==> images/class_map.png <==
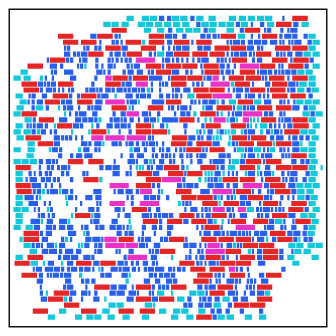
==> images/pinout.png <==
Pins as bars across the die edge, other pins in grey.
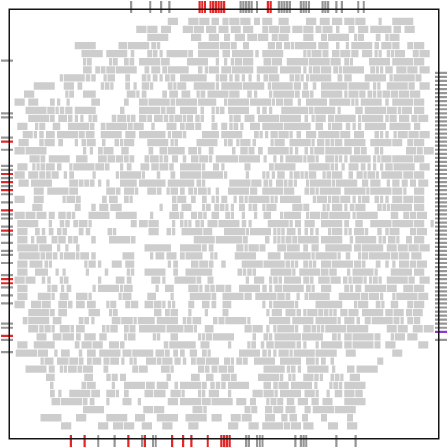
<file path="config.mk">
export PLATFORM = sky130hd
export DESIGN_NAME = inst_fetch_flat
export DESIGN_NICKNAME = d
export VERILOG_FILES = /design/src/rtl/inst_fetch_if.sv /design/src/rtl/inst_fetch.sv /design/src/flat_wrapper.sv
export SDC_FILE = /design/constraint.sdc
export NUM_CORES = 1
export LEC_CHECK = 0
export CORE_UTILIZATION = 50
export DETAILED_ROUTE_END_ITERATION = 6
export GPL_TIMING_DRIVEN = 0
export PLACE_DENSITY = 0.83
export SKIP_LAST_GASP = 1
export SLEW_MARGIN = 20
export SYNTH_ARGS = -nofsm -noshare
export SYNTH_HDL_FRONTEND = slang
export SYNTH_SLANG_ARGS = --single-unit
</file>
<file path="constraint.sdc">
create_clock -name clk -period 4.5 [get_ports clk]
set_input_delay 0.9 -clock clk [delete_from_list [all_inputs] [get_ports clk]]
set_output_delay 0.9 -clock clk [all_outputs]
set_load 0.005 [all_outputs]
</file>
<file path="src/rtl/inst_fetch_if.sv">
// Instruction-memory request/acknowledge bus between the fetch unit and instruction memory.
interface inst_fetch_if;
  logic        imem_req;
  logic [31:0] imem_addr;
  logic        imem_ack;
  logic [31:0] imem_rdata;

  modport master (
    output imem_req,
    output imem_addr,
    input  imem_ack,
    input  imem_rdata
  );

  modport slave (
    input  imem_req,
    input  imem_addr,
    output imem_ack,
    output imem_rdata
  );
endinterface

</file>
<file path="src/rtl/inst_fetch.sv">
// Instruction fetch unit: owns the PC, fetches over a req/ack bus and buffers up to two
// (pc, inst) pairs for the IF/ID register, flushing on EX redirects.
module inst_fetch #(
  parameter logic [31:0] RESET_PC = 32'h0000_0000
) (
  input  logic                clk,
  input  logic                rst_n,
  input  logic                Hazard,
  input  logic                Redirect,
  input  logic [31:0]         RedirectPC,
  inst_fetch_if.master        imem,
  output logic [31:0]         PCOut,
  output logic [31:0]         InstOut,
  output logic                IF_IDFlash
);

  typedef enum logic [1:0] {StIdle, StBusy, StDiscard} state_e;

  state_e      state_q, state_d;
  logic [1:0]  count_q, count_d;
  logic [31:0] fetch_pc_q, fetch_pc_d;
  logic        req_q, req_d;
  logic [31:0] addr_q, addr_d;
  logic [31:0] pc_q [2];
  logic [31:0] inst_q [2];
  logic [31:0] pc_d [2];
  logic [31:0] inst_d [2];

  logic       accept;
  logic       pop;
  logic       push;
  logic [1:0] next_count;

  assign accept     = req_q & imem.imem_ack;
  assign pop        = (count_q != 2'd0) & ~Hazard & ~Redirect;
  assign push       = (state_q == StBusy) & accept & ~Redirect;
  assign next_count = count_q - {1'b0, pop} + {1'b0, push};

  assign imem.imem_req  = req_q;
  assign imem.imem_addr = addr_q;

  always_ff @(posedge clk) begin
    if (!rst_n) begin
      state_q    <= StIdle;
      count_q    <= 2'd0;
      fetch_pc_q <= RESET_PC;
      req_q      <= 1'b0;
      addr_q     <= RESET_PC;
      for (int i = 0; i < 2; i++) begin
        pc_q[i]   <= 32'h0;
        inst_q[i] <= 32'h0;
      end
    end else begin
      state_q    <= state_d;
      count_q    <= count_d;
      fetch_pc_q <= fetch_pc_d;
      req_q      <= req_d;
      addr_q     <= addr_d;
      for (int i = 0; i < 2; i++) begin
        pc_q[i]   <= pc_d[i];
        inst_q[i] <= inst_d[i];
      end
    end
  end

  // Head lives in slot 0; after an optional shift the new entry lands at next_count-1.
  always_comb begin
    pc_d    = pc_q;
    inst_d  = inst_q;
    count_d = Redirect ? 2'd0 : next_count;
    if (pop) begin
      pc_d[0]   = pc_q[1];
      inst_d[0] = inst_q[1];
    end
    if (push) begin
      pc_d[next_count[1]]   = addr_q;
      inst_d[next_count[1]] = imem.imem_rdata;
    end
  end

  always_comb begin
    state_d    = state_q;
    fetch_pc_d = fetch_pc_q;
    req_d      = req_q;
    addr_d     = addr_q;
    case (state_q)
      StIdle: begin
        if (Redirect) begin
          fetch_pc_d = RedirectPC;
        end else if (next_count < 2'd2) begin
          state_d = StBusy;
          req_d   = 1'b1;
          addr_d  = fetch_pc_q;
        end
      end
      StBusy: begin
        if (accept && Redirect) begin
          addr_d     = RedirectPC;
          fetch_pc_d = RedirectPC;
        end else if (accept) begin
          fetch_pc_d = addr_q + 32'd4;
          if (next_count < 2'd2) begin
            addr_d = addr_q + 32'd4;
          end else begin
            state_d = StIdle;
            req_d   = 1'b0;
          end
        end else if (Redirect) begin
          // The outstanding request cannot be withdrawn; its data is dropped later.
          state_d    = StDiscard;
          fetch_pc_d = RedirectPC;
        end
      end
      StDiscard: begin
        if (accept) begin
          state_d    = StBusy;
          addr_d     = Redirect ? RedirectPC : fetch_pc_q;
          fetch_pc_d = Redirect ? RedirectPC : fetch_pc_q;
        end else if (Redirect) begin
          fetch_pc_d = RedirectPC;
        end
      end
      default: begin
        state_d = StIdle;
        req_d   = 1'b0;
      end
    endcase
  end

  always_comb begin
    PCOut      = (count_q != 2'd0) ? pc_q[0] : 32'h0;
    InstOut    = (count_q != 2'd0) ? inst_q[0] : 32'h0;
    IF_IDFlash = Redirect | (count_q == 2'd0);
  end

endmodule

</file>
<file path="src/flat_wrapper.sv">
// flat-port wrapper written by rule: the top's interface ports become plain ports
module inst_fetch_flat 
#(
  parameter logic [31:0] RESET_PC = 32'h0000_0000
)
  (clk, rst_n, Hazard, Redirect, RedirectPC, PCOut, InstOut, IF_IDFlash, imem_imem_req, imem_imem_addr, imem_imem_ack, imem_imem_rdata);
  inst_fetch_if imem_i ();
  input  logic clk;
  input  logic rst_n;
  input  logic Hazard;
  input  logic Redirect;
  input  logic [31:0] RedirectPC;
  output logic [31:0] PCOut;
  output logic [31:0] InstOut;
  output logic IF_IDFlash;
  output wire logic [$bits(imem_i.imem_req)-1:0] imem_imem_req;
  output wire logic [$bits(imem_i.imem_addr)-1:0] imem_imem_addr;
  input wire logic [$bits(imem_i.imem_ack)-1:0] imem_imem_ack;
  input wire logic [$bits(imem_i.imem_rdata)-1:0] imem_imem_rdata;
  assign imem_imem_req = imem_i.imem_req;
  assign imem_imem_addr = imem_i.imem_addr;
  assign imem_i.imem_ack = imem_imem_ack;
  assign imem_i.imem_rdata = imem_imem_rdata;
  inst_fetch #(.RESET_PC(RESET_PC)) u_core (.clk(clk), .rst_n(rst_n), .Hazard(Hazard), .Redirect(Redirect), .RedirectPC(RedirectPC), .imem(imem_i), .PCOut(PCOut), .InstOut(InstOut), .IF_IDFlash(IF_IDFlash));
endmodule
</file>
==> job_summary.md <==
## Implementation flow summary

| Metric | Value |
|---|---|
| CTS Sinks | `197` |
| Top delay family on crit path | `buffers and inverters` |
| Max IR drop VDD | `0.336 mV` |
| Syn_nets | `1329` |
| YS chip area | `0.0101 mm²` |
| Antenna violations before repair | `0` |
| Share of layout cells above drive strength 1 | `5.73%` |
| Grt met3 use | `6.33%` |
| Top non-seq family | `AND-OR/OR-AND gates` |
| Clock buf/inv share | `5.03%` |
| Highest-count logic cell in the final layout | `dfxtp_1` |
| Yosys Warn Count | `0` |
| Largest area contributor in the netlist | `dfxtp_1` |
| Vias in the first global route | `9658` |
| CTS H-tree depth | `4` |
| Core Util at FP | `51.4%` |
| MI comb cells | `925` |
| Crit path from | `Redirect` |
| # clk buffers | `17` |
| Max Cap Viol | `0` |
| Top power group | `combinational cells` |
| Mean Syn Cell Area | `8.03 µm²` |
| Ports | `167` |
| Cts bufs inserted | `17` |
| Top area cell types | `dfxtp_1, mux2i_1, nand2_1` |
| Remaining Overflow, GRT | `0` |
| CTS tree | `done` |
| Final period utilization | `95.0%` |
| First-pass GRT wire length | `54100 µm` |
| Worst EP required | `4860 ps` |
| Setup violators final | `0` |
| Async set or reset register ratio after synthesis | `0%` |
| Clk_lat worst skew | `450 ps` |
| Count of tool warnings | `29` |
| Pre-CTS setup slack | `-495 ps` |
| Hold crit path type | `reg -> reg` |
| Sw Ratio | `42.2%` |
| Cell area after synthesis | `0.0101 mm²` |
| Mapped Cells | `1253` |
| RSZ-0062 raised after global routing | `no` |
| Status | `finished clean` |
| Num tapcells | `265` |
| Leak pwr | `4.14 nW` |
| DR top layer | `met4` |
| Logic pwr share | `38.0%` |
| Post-CTS setup buffers | `0` |
| CP arrival | `4630 ps` |
| CTS root buf | `clkbuf_16` |
| Inserted Diodes | `0` |
| CP max stage cell | `clkbuf_1` |
| Top cell category | `combinational gates` |
| Combinational share of cell area | `44.1%` |
| Power share of the clock group | `26.7%` |
| Worst R2R End | `u_core.pc_q[34]$_SDFF_PN0_` |
| Reg-to-Reg Start | `u_core.count_q[1]$_SDFF_PP0_` |
| Most common cell in the netlist | `dfxtp_1` |
| Top Layout Cells | `dfxtp_1, nand2_1, clkdlybuf4s50_1` |
| Logic area | `0.00559 mm²` |
| Yosys aoi share | `22.9%` |
| Via count | `10.6k` |
| Main synth FF type | `dfxtp_1` |
| Die footprint | `0.0207 mm²` |
| Dpl cells | `1682` |
| Flop Count | `197` |
| Slew Viols, Final | `0` |
| Sequential Power | `2.16 mW` |
| Flip-flops with a built-in enable | `0` |
| WL final | `35900 µm` |
| Final worst hold slack | `458 ps` |
| Setup TNS | `0 ps` |
| Hold Vio Cnt, Final | `0` |
| Post-CTS Resized | `1` |
| CP endpoint | `u_core.pc_q[34]$_SDFF_PN0_` |
| Yosys cell count | `1253` |
| Final Critical Period | `4270 ps` |
| Storage cell area | `0.00394 mm²` |
| Final Skew | `13.3 ps` |
| Sequential area share after synthesis | `39.2%` |
| P_comb | `2.33 mW` |
| Post-detailed-route count of antenna-violating nets | `0` |
| Distinct cells, synth | `66` |
| Largest net degree at the start of global routing | `24` |
| Clock tree buffer depth | `2` |
| DRC errors left | `0` |
| Met2 global-route usage | `56.0%` |
Notes on class_map.png above:
remaining buffers and delay cells: drawn in cyan, cells 282, share of their area 17%. clock drivers and dummy loads: drawn in magenta, cells 32, share of their area 5.2%. registers: drawn in red, cells 197, share of their area 32%. remaining logic cells: drawn in blue, cells 938, share of their area 46%.
Core Region: 0.0196 mm²
final instance area: 0.0127 mm²
Seq/total area: 31.1%
post-layout util: 64.8%
Row Count: 51

Notes on pinout.png above:
Hazard: drawn in purple, pins 1, direction input, edge east. imem_imem_addr: drawn in red, pins 32, direction output, edge 12 south, 11 north, 9 west.
Die Ht: 144 µm
port buffer count: 164
width of the die: 144 µm

No activity file was given, so power comes from the tool's default toggle rates.
